**Signal wires by layer**

The bar under the picture is 50 µm long.
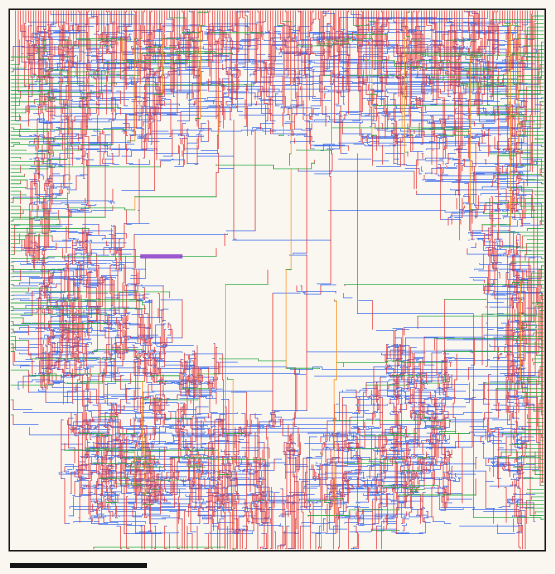
**Placement density heat map**

The die is cut into 20 by 20 equal tiles; dark blue is low, red is high, 0 to 100% covered.
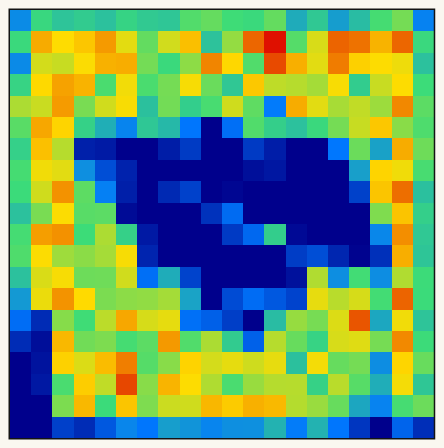
**Routing congestion map**

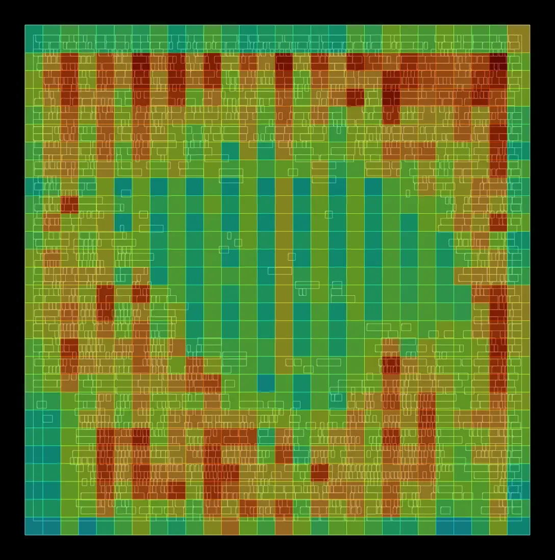
**Clock distribution**

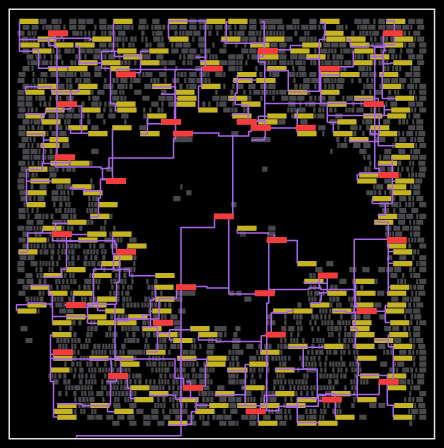
**config.mk**
```make
export PLATFORM = sky130hd
export DESIGN_NAME = trigger_fifo_arbiter
export DESIGN_NICKNAME = d
export VERILOG_FILES = /design/src/rtl/trigger_pkg.sv /design/src/rtl/trigger_fifo_arbiter_rr_arbiter2.sv /design/src/rtl/trigger_fifo_arbiter.sv
export SDC_FILE = /design/constraint.sdc
export NUM_CORES = 1
export LEC_CHECK = 0
export ABC_AREA = 1
export CAP_MARGIN = 15
export CORE_AREA = 3 3 192 194
export CTS_CLUSTER_DIAMETER = 50
export DETAILED_ROUTE_END_ITERATION = 8
export DIE_AREA = 0 0 195 197
export GPL_ROUTABILITY_DRIVEN = 0
export HOLD_SLACK_MARGIN = 0.15
export PLACE_DENSITY = 0.75
export SYNTH_ARGS = -nofsm -noshare
export SYNTH_HDL_FRONTEND = slang
export SYNTH_SLANG_ARGS = --single-unit
```
**constraint.sdc**
```tcl
create_clock -name clk -period 14.3 [get_ports clk]
set_input_delay 1.43 -clock clk [delete_from_list [all_inputs] [get_ports clk]]
set_output_delay 1.43 -clock clk [all_outputs]
set_load 0.005 [all_outputs]
```
**src/rtl/trigger_pkg.sv**
```systemverilog
// Shared constants for the pulse-trigger FIFO arbitration slice:
// source tags, tag position and arbiter state encoding.
package trigger_pkg;

    localparam logic [1:0] SRC_TAG_ASYNC = 2'b01;
    localparam logic [1:0] SRC_TAG_SYNC  = 2'b10;
    localparam int         TAG_LSB       = 126;

    typedef enum logic {
        IDLE = 1'b0,
        SEND = 1'b1
    } state_t;

endpackage

```
**src/rtl/trigger_fifo_arbiter_rr_arbiter2.sv**
```systemverilog
// Two-input round-robin grant: a tie goes to the requester that did not
// win last time; nothing is granted while enable is low.
module rr_arbiter2 (
    input  logic       enable,
    input  logic [1:0] req,
    input  logic       last_grant,
    output logic [1:0] grant
);
    import trigger_pkg::*;

    always_comb begin
        grant = 2'b00;
        if (enable) begin
            if (req == 2'b11) begin
                grant = last_grant ? 2'b01 : 2'b10;
            end else begin
                grant = req;
            end
        end
    end

endmodule

```
**src/rtl/trigger_fifo_arbiter.sv**
```systemverilog
// Shares the Pulse Trigger FIFO write port between the async front-panel
// receiver (source 0) and the TTC receiver (source 1), with status counters.
module trigger_fifo_arbiter #(
    parameter int DATA_WIDTH = 128,
    parameter int TAG_LSB    = trigger_pkg::TAG_LSB,
    parameter int CNT_WIDTH  = 32
) (
    input  logic                  clk,
    input  logic                  reset,
    input  logic                  clear_counters,
    input  logic [1:0]            src_en,
    input  logic                  src0_valid,
    input  logic [DATA_WIDTH-1:0] src0_data,
    output logic                  src0_ready,
    input  logic                  src1_valid,
    input  logic [DATA_WIDTH-1:0] src1_data,
    output logic                  src1_ready,
    output logic                  fifo_valid,
    output logic [DATA_WIDTH-1:0] fifo_data,
    input  logic                  fifo_ready,
    output logic                  last_grant,
    output logic [CNT_WIDTH-1:0]  src0_word_count,
    output logic [CNT_WIDTH-1:0]  src1_word_count,
    output logic [CNT_WIDTH-1:0]  stall_count
);
    import trigger_pkg::*;

    state_t                state;
    logic                  out_free;
    logic [1:0]            req;
    logic [1:0]            grant;
    logic [DATA_WIDTH-1:0] tagged0;
    logic [DATA_WIDTH-1:0] tagged1;

    // Reset gates the enable so no producer sees a ready while in reset.
    assign out_free   = (state == IDLE) || fifo_ready;
    assign req        = {src1_valid & src_en[1], src0_valid & src_en[0]};
    assign src0_ready = grant[0];
    assign src1_ready = grant[1];
    assign fifo_valid = (state == SEND);

    rr_arbiter2 u_arb (
        .enable     (out_free & ~reset),
        .req        (req),
        .last_grant (last_grant),
        .grant      (grant)
    );

    always_comb begin
        tagged0 = src0_data;
        tagged1 = src1_data;
        tagged0[TAG_LSB +: 2] = SRC_TAG_ASYNC;
        tagged1[TAG_LSB +: 2] = SRC_TAG_SYNC;
    end

    always_ff @(posedge clk or posedge reset) begin
        if (reset) begin
            state      <= IDLE;
            fifo_data  <= '0;
            last_grant <= 1'b1;
        end else if (grant[0]) begin
            state      <= SEND;
            fifo_data  <= tagged0;
            last_grant <= 1'b0;
        end else if (grant[1]) begin
            state      <= SEND;
            fifo_data  <= tagged1;
            last_grant <= 1'b1;
        end else if (state == SEND && fifo_ready) begin
            state      <= IDLE;
            fifo_data  <= '0;
        end
    end

    // Clear wins over a same-cycle increment; the stall counter saturates.
    always_ff @(posedge clk or posedge reset) begin
        if (reset) begin
            src0_word_count <= '0;
            src1_word_count <= '0;
            stall_count     <= '0;
        end else if (clear_counters) begin
            src0_word_count <= '0;
            src1_word_count <= '0;
            stall_count     <= '0;
        end else begin
            if (grant[0]) src0_word_count <= src0_word_count + CNT_WIDTH'(1);
            if (grant[1]) src1_word_count <= src1_word_count + CNT_WIDTH'(1);
            if (state == SEND && !fifo_ready && stall_count != '1)
                stall_count <= stall_count + CNT_WIDTH'(1);
        end
    end

endmodule
```
==> results.sh <==
# implementation run metrics
export IMPL_power_frac_comb=0.195
export IMPL_tool_warnings=33
export IMPL_p_sw_frac=0.262
export IMPL_m1WireLength_um=18000
export IMPL_mostFrequentLayoutCell="nand2_1"
export IMPL_critPathCapture="src1_ready"
export IMPL_internal_power_mw=1.45
export IMPL_cp_cell_sequence="clkdlybuf4s50_1 -> inv_8 -> nand2_2 -> nor2_4 -> buf_4 -> clkdlybuf4s50_1"
export IMPL_cp_slowest_cell="clkdlybuf4s50_1"
export IMPL_p_comb_uw=384
export IMPL_status="complete, no violations"
export IMPL_ir_worst_vdd_mv=0.0780
export IMPL_area_leaders="dfrtp_1 49%, nand2_1 23%, nand3_1 8.8%"
export IMPL_p_clk_frac=0.422
export IMPL_grt_max_degree=106
export IMPL_fin_area_um2=18000
export IMPL_antenna_found_initial=4
export IMPL_wl_um=44100
export IMPL_highest_layer="met5"
export IMPL_setup_worst_path_class="input pin to primary output"
export IMPL_port_buffers=487
export IMPL_io_pins=492
## Picture notes: 'signal wires by layer'
legend:
  purple:
    layer: met5
    wire_length: 13.8 µm
  blue:
    layer: met1
    wire_length: 18000 µm
  orange:
    layer: met4
    wire_length: 1260 µm
  green:
    layer: met3
    wire_length: 4170 µm
  red:
    layer: met2
    wire_length: 20.7 mm
via count: 12520
global-route usage over all layers: 0.218

## Picture notes: 'placement density heat map'
nearly empty tiles: 15%
fullest tile: 98%
tiles over 75% full: 15%
core footprint: 35400 µm²
Util after Layout: 0.507

## Picture notes: 'routing congestion map'
Routed WL per cell: 17.1 µm
M1 GR Usage: 0.287
grt peak-use layer: met2
met3 Use GR: 0.0586

## Picture notes: 'clock distribution'
legend:
  purple:
    item: clock wires
    length: 3550 µm
  yellow:
    item: flip-flops
    count: 226
  red:
    item: cells driving clock nets
    count: 34
flops lie: widely spread
routed clock nets: 35
Worst Clk Skew: 13.7 ps
clock-net power: 833 µW
Late-Pin Clk Latency: 500 ps

[state kept, by name (all words and copies together) (netlist names)]
signal / flops
fifo_valid: 1
stall_count: 32
src1_word_count: 32
last_grant: 1
fifo_data: 128
src0_word_count: 32
[stage by stage]
stage | setup WS [ps] | util | std cells
2_1_floorplan | 5720 | - | 1615
3_3_place_gp | 9010 | 0.475 | 2513
3_5_place_dp | 9000 | 0.475 | 2513
4_1_cts | 9000 | 0.507 | 2572
5_1_grt | 8900 | 0.507 | 2573
6_report | 9090 | 0.507 | 2577
[cell type report]
type / instances / area (µm²)
diodes: 5 / 12.5
inverters: 108 / 418
clock buffers: 46 / 1010
fillers: 3318 / 17400
repair buffers: 496 / 4940
multi-input cells: 1222 / 5220
well taps: 461 / 577
clock inverters: 13 / 124
flip-flops and latches: 226 / 5660
Power figures rest on the tool's default switching activity, not on a simulated workload.
